Figure 1. Register map, names as in the netlist.
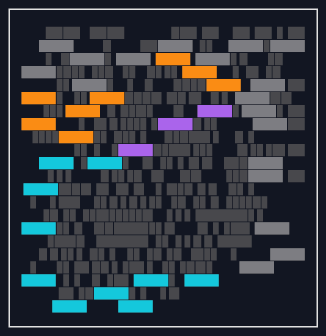
Figure 2. Gate families picked out.
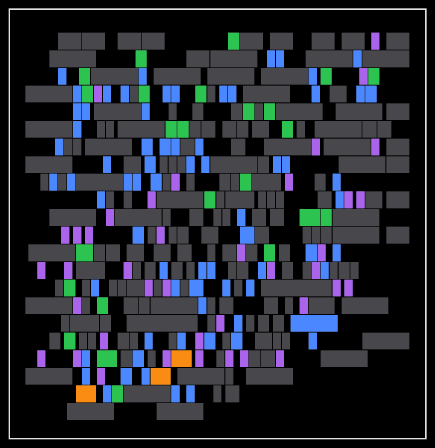
Figure 3. Clock nets.
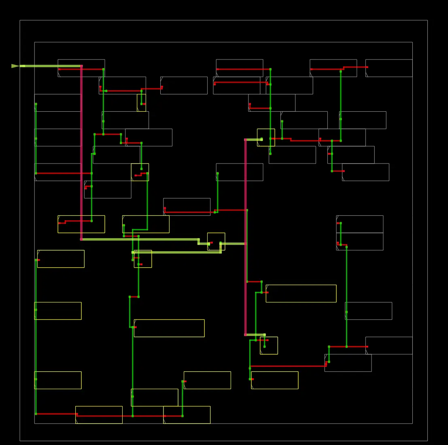
Design uart_rx_monitor, sky130hd; sources not shown.
==> results_dict.tcl <==
# metrics dict for downstream scripts
set metrics [dict create \
    outcome "finished clean" \
    postLayoutCellArea_sq_um 2273 \
    rsz0062_at_grt "false" \
    crit_type "flip-flop to output port" \
    crit_path_start_kind "flip-flop" \
    layout-area-overhead-vs-synth_pct 13.99 \
    drt_iter0_drc 100 \
    p_leak_nw 1.010 \
    ant_nets 0 \
    share_comb_of_total_power 0.039 \
    signal_buffers 17 \
    hold_path_class "flip-flop to flip-flop" \
    final.period_utilization 0.6678 \
    grt_pass1_vias 1720 \
    lay_top_cells "nand2_1, nor2_1, dfxtp_1, inv_1, nand3_1" \
    finalHoldViolations 0 \
    cts_tree "yes" \
    core_area_sq_um 3551 \
    buffer_area_frac 0.07265 \
    intPower_uw 736.9 \
    power.switching_uw 188.5 \
    fp_nets 302 \
    synthMuxAreaShare 0 \
    antenna_cells 0 \
    switching_share 0.2037 \
    antenna_found_initial 0 \
    clkSinkCount 39 \
    endpoint_kind "output port" \
    largest_register_ffs 10 \
    synth-main-ff-cell "dfxtp_1" \
    largest_cell_class "combinational gates" \
    yosysWarningCount 0 \
    xor_share 0.01317 \
    cts_resized 0 \
    powerDensity_nw_per_um2 407.1 \
    yosys_area_sq_um 1994 \
    grt_usage 0.2207 \
    reg2reg_setup_slack_ns 1.49 \
    initCoreUtil 0.5617 \
    yosys.cell_types.count 28 \
    top_logic_kind "simple AND/OR/NAND/NOR gates" \
    grt_overflow 0 \
    setup_viol 0 \
    whs_ns 0.4269 \
    rows 22 \
    pre_cts_ws_ns 0.8792 \
    vdd_drop_max_v 0.0002441 \
    drive_gt1_frac 0.08013 \
    finalWorstPathRequiredPeriod_ns 2.164 \
    slew_headroom 0.5208 \
]
About Figure 1:
- bit_idx_q: purple (sequential cells 3)
- shift_q: orange (sequential cells 8)
- clk_cnt_q: cyan (sequential cells 10)
- not colored: 18
sequential cell power: 487 uW
Flop area: 780.7 sq um
Final Util: 0.6402
sequential cell area share: 0.3434

About Figure 2:
- XOR/XNOR gates: orange (cells 3)
- NOR gates: blue (cells 70)
- inverting AOI/OAI gates: green (cells 24)
- inverters: purple (cells 39)
Non-Filler Instances: 360
most common logic cell in the routed design: nand2_1
logic share of the area: 0.4485

About Figure 3:
Clock Power: 402 uW
Clk Latency, worst-skew pair: 0.35 ns
flip-flops: 39
Final Skew: 0.009660 ns
clk_buf instances: 6

[synthesized netlist by cell type (2+ instances only)]
cell type	count	area, sq um
buf_6	2	22.52
nor2_2	2	12.51
inv_2	3	11.26
clkbuf_1	2	7.510
inv_1	36	135.1
o21ai_0	11	55.05
ha_1	4	50.05
a21oi_1	10	50.05
dfxtp_1	39	780.8
o21ai_2	2	17.52
nand2_1	60	225.2
nor3_1	11	55.05
nand3b_1	2	15.01
nor2_1	56	210.2
nand3_1	25	125.1
nand2_2	4	25.02
xor2_1	2	17.52
nand4_1	12	75.07
or2_2	2	12.51
[layer usage]
layer	part of all wire	wire length, um	global-route usage	vias up
met3	0.041	170	0.03748	7
met5	0	0	0	-
met4	0.020	85	0.1060	0
met1	0.47	1979	0.2898	861
li1	-	-	-	967
met2	0.46	1933	0.3516	43
Power is estimated from default activity; no workload was simulated.
